**config.mk**
```make
export PLATFORM = sky130hd
export DESIGN_NAME = inst_req_stage
export DESIGN_NICKNAME = d
export VERILOG_FILES = /design/src/rtl/inst_req_stage.sv
export SDC_FILE = /design/constraint.sdc
export NUM_CORES = 1
export LEC_CHECK = 0
export CORE_AREA = 4 4 154 156
export CTS_CLUSTER_SIZE = 16
export DETAILED_ROUTE_END_ITERATION = 16
export DIE_AREA = 0 0 158 160
export PLACE_DENSITY = 0.77
export SYNTH_ARGS = -nofsm -noshare
export SYNTH_HDL_FRONTEND = slang
export SYNTH_SLANG_ARGS = --single-unit
```
**constraint.sdc**
```tcl
create_clock -name clk -period 5.7 [get_ports clk]
set_input_delay 0.855 -clock clk [delete_from_list [all_inputs] [get_ports clk]]
set_output_delay 0.855 -clock clk [all_outputs]
set_load 0.05 [all_outputs]
```
**src/rtl/inst_req_stage.sv**
```systemverilog
// inst_req_stage: PC generator and instruction-request front end feeding fetch_stage.
// Issues sequential or redirected requests on an addr_ok/data_ok memory bus, tracks
// outstanding requests, discards responses belonging to killed requests and buffers
// responses while the downstream stage is stalled or the pipeline is stopped.
module inst_req_stage #(
    parameter logic [31:0] RESET_PC = 32'hbfc00000,
    parameter logic [31:0] EXC_PC   = 32'hbfc00380,
    parameter int          DEPTH    = 2
) (
    input  logic        clk,
    input  logic        resetn,
    input  logic        stall,
    input  logic        stop,
    input  logic        exception,
    input  logic        eret,
    input  logic [31:0] epc,
    input  logic        br_taken,
    input  logic [31:0] br_target,
    output logic        inst_req,
    output logic [31:0] inst_req_addr,
    input  logic        inst_addr_ok,
    input  logic        mem_data_ok,
    input  logic [31:0] mem_rdata,
    output logic        inst_data_ok,
    output logic [31:0] inst_addr,
    output logic [31:0] inst_rdata
);

    // Pointer width for DEPTH entries; counters get two spare bits so that sums of
    // counters (inflight, total) never wrap.
    localparam int PW = $clog2(DEPTH);
    localparam int CW = PW + 2;

    // Architectural PC and a flag that holds off the first request until the first
    // clock edge after reset, so every output is 0 while reset is applied.
    logic [31:0]   pc_reg;
    logic          run_reg;

    // Address queue: PCs of requests accepted by memory and not yet answered.
    logic [31:0]   aq_mem [DEPTH];
    logic [PW-1:0] aq_wr_ptr_reg;
    logic [PW-1:0] aq_rd_ptr_reg;
    logic [CW-1:0] aq_count_reg;

    // Response FIFO: {pc, instruction} pairs waiting for fetch_stage.
    logic [31:0]   rq_addr_mem [DEPTH];
    logic [31:0]   rq_data_mem [DEPTH];
    logic [PW-1:0] rq_wr_ptr_reg;
    logic [PW-1:0] rq_rd_ptr_reg;
    logic [CW-1:0] rq_count_reg;

    // Number of in-flight requests whose responses must be thrown away.
    logic [CW-1:0] discard_cnt_reg;

    logic          redirect;
    logic [31:0]   redirect_target;
    logic [CW-1:0] inflight;
    logic [CW-1:0] total;
    logic          accept;
    logic          data_fire;
    logic          drop;
    logic          keep;
    logic          rq_pop;

    // Redirect decode; stop suppresses redirects entirely.
    always_comb begin
        redirect        = ~stop & (exception | eret | br_taken);
        redirect_target = br_target;
        if (exception) begin
            redirect_target = EXC_PC;
        end else if (eret) begin
            redirect_target = epc;
        end
    end

    // Occupancy: a response slot is reserved from request acceptance until the beat
    // leaves, so the response FIFO can never overflow.
    assign inflight  = aq_count_reg + discard_cnt_reg;
    assign total     = inflight + rq_count_reg;

    assign inst_req      = run_reg & ~stop & ~stall & ~redirect & (total < CW'(DEPTH));
    assign inst_req_addr = pc_reg;
    assign accept        = inst_req & inst_addr_ok;

    // A response with nothing outstanding is a bus protocol error and is ignored.
    assign data_fire = mem_data_ok & (inflight != '0);
    assign drop      = data_fire & (discard_cnt_reg != '0);
    assign keep      = data_fire & ~drop & ~redirect;

    // Beats come only from the registered FIFO head: no path from mem_rdata.
    assign inst_data_ok = (rq_count_reg != '0) & ~stop & ~stall & ~redirect;
    assign inst_addr    = rq_addr_mem[rq_rd_ptr_reg];
    assign inst_rdata   = rq_data_mem[rq_rd_ptr_reg];
    assign rq_pop       = inst_data_ok;

    // PC update: redirect target wins, otherwise advance on each accepted request.
    always_ff @(posedge clk or negedge resetn) begin
        if (!resetn) begin
            pc_reg  <= RESET_PC;
            run_reg <= 1'b0;
        end else begin
            run_reg <= 1'b1;
            if (redirect) begin
                pc_reg <= redirect_target;
            end else if (accept) begin
                pc_reg <= pc_reg + 32'd4;
            end
        end
    end

    // Address queue pointers and count; a redirect flushes it (its entries move into
    // discard_cnt).
    always_ff @(posedge clk or negedge resetn) begin
        if (!resetn) begin
            aq_wr_ptr_reg <= '0;
            aq_rd_ptr_reg <= '0;
            aq_count_reg  <= '0;
        end else if (redirect) begin
            aq_wr_ptr_reg <= '0;
            aq_rd_ptr_reg <= '0;
            aq_count_reg  <= '0;
        end else begin
            if (accept) begin
                aq_wr_ptr_reg <= aq_wr_ptr_reg + PW'(1);
            end
            if (keep) begin
                aq_rd_ptr_reg <= aq_rd_ptr_reg + PW'(1);
            end
            aq_count_reg <= aq_count_reg + CW'(accept) - CW'(keep);
        end
    end

    // Address queue storage: record the PC of each accepted request.
    always_ff @(posedge clk or negedge resetn) begin
        if (!resetn) begin
            for (int i = 0; i < DEPTH; i++) begin
                aq_mem[i] <= '0;
            end
        end else if (accept) begin
            aq_mem[aq_wr_ptr_reg] <= pc_reg;
        end
    end

    // Discard counter: absorbs the whole address queue on redirect (minus a response
    // arriving in that same cycle), then counts down as stale responses arrive.
    always_ff @(posedge clk or negedge resetn) begin
        if (!resetn) begin
            discard_cnt_reg <= '0;
        end else if (redirect) begin
            discard_cnt_reg <= discard_cnt_reg + aq_count_reg - CW'(data_fire);
        end else if (drop) begin
            discard_cnt_reg <= discard_cnt_reg - CW'(1);
        end
    end

    // Response FIFO pointers and count; push and pop in one cycle leave count unchanged.
    always_ff @(posedge clk or negedge resetn) begin
        if (!resetn) begin
            rq_wr_ptr_reg <= '0;
            rq_rd_ptr_reg <= '0;
            rq_count_reg  <= '0;
        end else if (redirect) begin
            rq_wr_ptr_reg <= '0;
            rq_rd_ptr_reg <= '0;
            rq_count_reg  <= '0;
        end else begin
            if (keep) begin
                rq_wr_ptr_reg <= rq_wr_ptr_reg + PW'(1);
            end
            if (rq_pop) begin
                rq_rd_ptr_reg <= rq_rd_ptr_reg + PW'(1);
            end
            rq_count_reg <= rq_count_reg + CW'(keep) - CW'(rq_pop);
        end
    end

    // Response FIFO storage: pair the returned instruction with its request PC.
    always_ff @(posedge clk or negedge resetn) begin
        if (!resetn) begin
            for (int i = 0; i < DEPTH; i++) begin
                rq_addr_mem[i] <= '0;
                rq_data_mem[i] <= '0;
            end
        end else if (keep) begin
            rq_addr_mem[rq_wr_ptr_reg] <= aq_mem[aq_rd_ptr_reg];
            rq_data_mem[rq_wr_ptr_reg] <= mem_rdata;
        end
    end

endmodule

```
Fig. 1: pin map
Pins as bars across the die edge, other pins in gray.
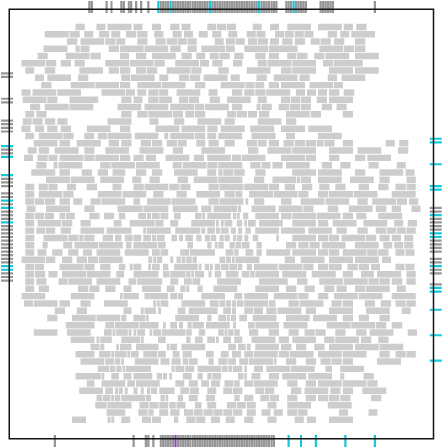
[cyan] inst_addr | pins: 32 | direction: output | edge: 14 right, 8 left, 5 top, 5 bottom
[purple] eret | pins: 1 | direction: input | edge: bottom
all pins by edge: 76 top, 57 bottom, 41 left, 29 right
Die Height: 160 um
PortBufs: 202
die width: 158 um

==> results.py <==
# Generated from Yosys and OpenROAD reports
metrics = {
    "route": {
        "drt_pass1_iterations": 4,
        "viasPerCell": 5.56,
        "routed_wl_um": 26900,
        "detail-route-antenna-nets": 0,
        "via_count": 7477,
        "drtIter0Drc": 334,
        "drc": 0,
    },
    "sta": {
        "rsz0062_at_grt": "false",
        "setup_viol": 0,
        "skew_ps": 9.46,
        "slew_violations": 0,
        "finalSetupTns_ps": 0,
        "fmax_mhz": 218,
        "slew_headroom": 0.339,
        "worst_slew_pin_slew_ps": 992,
    },
    "setup_path": {
        "worst_path_largest_cell_delay_ps": 820,
        "crit_path_cell_trace": "inv_1 -> fa_1 -> inv_1 -> fa_1 -> xnor2_1 -> xnor2_2 -> buf_4 -> nor2_1 -> clkdlybuf4s50_1",
        "end_kind": "primary output",
        "critPathMaxFanout": 21,
        "r2r-start": "aq_count_reg[0]",
        "crit_path_top_delay_cell": "clkdlybuf4s50_1",
        "rr_worst_depth": 12,
        "worst-setup-path-type": "register to primary output",
        "reg2reg_slack_ps": 1520,
        "critPathLaunchType": "register",
    },
    "clocking": {
        "clkSinkCount": 238,
        "cts_resized": 0,
        "clock_latency_ps": 520,
        "post_cts_buffers": 0,
        "cts_buffers": 26,
        "hold_buffers": 0,
        "clkTransAtPathRegs_ps": 50,
        "cts_tree": "built",
        "clk_path_buf_depth": 3,
        "htree_levels": 1,
    },
    "power_and_ir_drop": {
        "power_frac_clock": 0.247,
        "netSwitchingPower_uw": 2730,
        "ir_drop_mv": 0.365,
        "leakagePower_uw": 0.00652,
        "seqPwrFrac": 0.340,
        "swShare": 0.364,
        "power_density_nw_per_um2": 510,
        "p_comb_frac": 0.413,
    },
    "synth": {
        "numSynthFlops": 238,
        "netlist_area_um2": 11400,
        "yosys_cells": 851,
        "ys_seq_share": 0.522,
        "synthCells": 851,
        "edf_count": 0,
        "synth-area-yosys_um2": 11400,
        "synth.largest_area_cell": "dfrtp_1",
        "fp_nets": 970,
        "ys.flop_type": "dfrtp_1",
        "topCellsByArea": "dfrtp_1, mux2_2, mux2i_1, xnor2_1, dfstp_2",
        "yosys-top-cells-count": "mux2_2, dfrtp_1, clkbuf_1, mux2i_1, xnor2_1",
        "yosys_warnings": 0,
    },
    "finish": {
        "insertedDiodeCount": 0,
        "syn_to_final_growth_pct": 28.5,
        "final_nets": 1159,
        "finalInstanceArea_um2": 14700,
        "drive_above_1_share": 0.348,
    },
    "global_routing": {
        "antenna_found_initial": 0,
        "grt_max_degree": 148,
        "global_route.overflow_total": 0,
        "grt_usage": 0.213,
        "grt_pass1_wl_um": 43200,
        "first_global_vias": 7930,
    },
    "floorplan": {
        "die-area_um2": 25300,
    },
    "run": {
        "drv_cap": 0,
    },
    "place": {
        "hpwl_um": 18000,
        "gp_congestion": 0.821,
        "placed_area_um2": 13700,
    },
    "status": {
        "status": "finished, final reports clean",
    },
}
Fig. 2: where the registers sit
Other sequential cells in the stronger gray, the rest of the logic in the fainter gray.
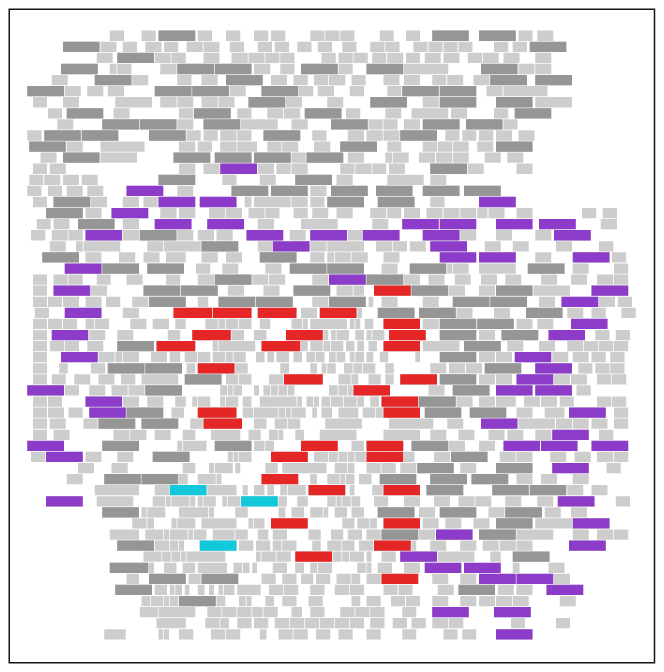
[purple] rq_addr_mem | placed flops: 64
[red] inst_req_addr | placed flops: 32
[cyan] aq_count_reg | placed flops: 3
not colored: 139
Final Util: 0.657
Register Area: 5970 um^2

[power groups by stage]
stage | Sequential [uW] | Clock (uW) | Combinational [uW]
floorplan | 2510 | 0 | 2210
global placement | 2540 | 0 | 3070
detailed placement | 2580 | 0 | 3110
CTS | 2550 | 1890 | 3130
global route | 2620 | 1970 | 3290
finish | 2550 | 1850 | 3100
[worst max-delay path, delay by kind of cell, from the launching register on]
family        cells  cell delay (ps)
xor+xnor          2              470
buf+inv           4             1230
simple gates      1              120
flops             1              410
fa+ha+maj         2              970
[worst max-delay path by stage]
stage | cells after the start | from | end
floorplan | 15 | eret | rq_count_reg[2]
global placement | 7 | exception | inst_req
detailed placement | 6 | exception | inst_data_ok
CTS | 9 | aq_count_reg[1] | inst_req
global route | 9 | aq_count_reg[1] | inst_req
finish | 9 | aq_count_reg[1] | inst_req
[cell usage in the layout, fill, tap and decap left out, types with 6 or more instances in the layout]
master | Yosys | layout
a2111oi_0 | 9 | 9
mux2_2 | 287 | 287
mux2i_1 | 31 | 31
dfstp_2 | 9 | 9
clkdlybuf4s50_1 | 0 | 200
a21oi_1 | 6 | 6
or3_1 | 10 | 10
inv_1 | 15 | 15
nand4_1 | 7 | 7
nor4_1 | 11 | 11
o21ai_0 | 9 | 9
clkinv_2 | 0 | 7
o22ai_1 | 7 | 7
a22oi_1 | 7 | 7
buf_4 | 0 | 10
dfrtp_1 | 229 | 228
clkbuf_16 | 0 | 27
ha_1 | 10 | 10
xnor2_1 | 31 | 30
nor2_1 | 24 | 23
nor3_1 | 7 | 7
nand3_1 | 10 | 10
bufinv_16 | 0 | 6
nand2_1 | 18 | 18
[area by class of cell]
cell class              instances  area, um^2
inverters                      15        56.3
clock inverters                14         224
multi-input cells             545        5210
clock buffers                  34         742
fillers                      1660        7670
flip-flops and latches        238        5970
repair buffers                214        2140
well taps                     285         357
[metrics by stage]
step	instances	power [uW]	util	hold WS, ps	setup WS, ps
floorplan	851	4720	-	454	1650
global placement	1297	5610	0.614	481	1380
detailed placement	1297	5680	0.614	478	1300
CTS	1345	7570	0.657	364	1100
global route	1345	7880	0.657	393	928
finish	1345	7500	0.657	333	1120
[logic make-up (layout without fill, tap and decap cells)]
family                     count (synthesis)  after routing  share of synthesized area
muxes                                    319            319                      0.311
DFF                                      238            238                      0.522
and+or+nand+nor                          122            122                     0.0606
buffers and inverters                     68            277                     0.0250
AOI/OAI and AO/OA                         52             52                     0.0337
xor gates and xnor gates                  37             37                     0.0297
adders and majority gates                 14             14                     0.0179
other                                      1              1                   0.000328
[metal layers]
| layer | vias to the layer above | routed length, um | GRT usage |
|---|---|---|---|
| li1 | 3469 | - | - |
| met1 | 3802 | 11500 | 0.290 |
| met2 | 170 | 13500 | 0.355 |
| met3 | 36 | 1360 | 0.0339 |
| met4 | 0 | 561 | 0.0558 |
| met5 | - | 0 | 0 |
Power and IR drop assume default switching activity.
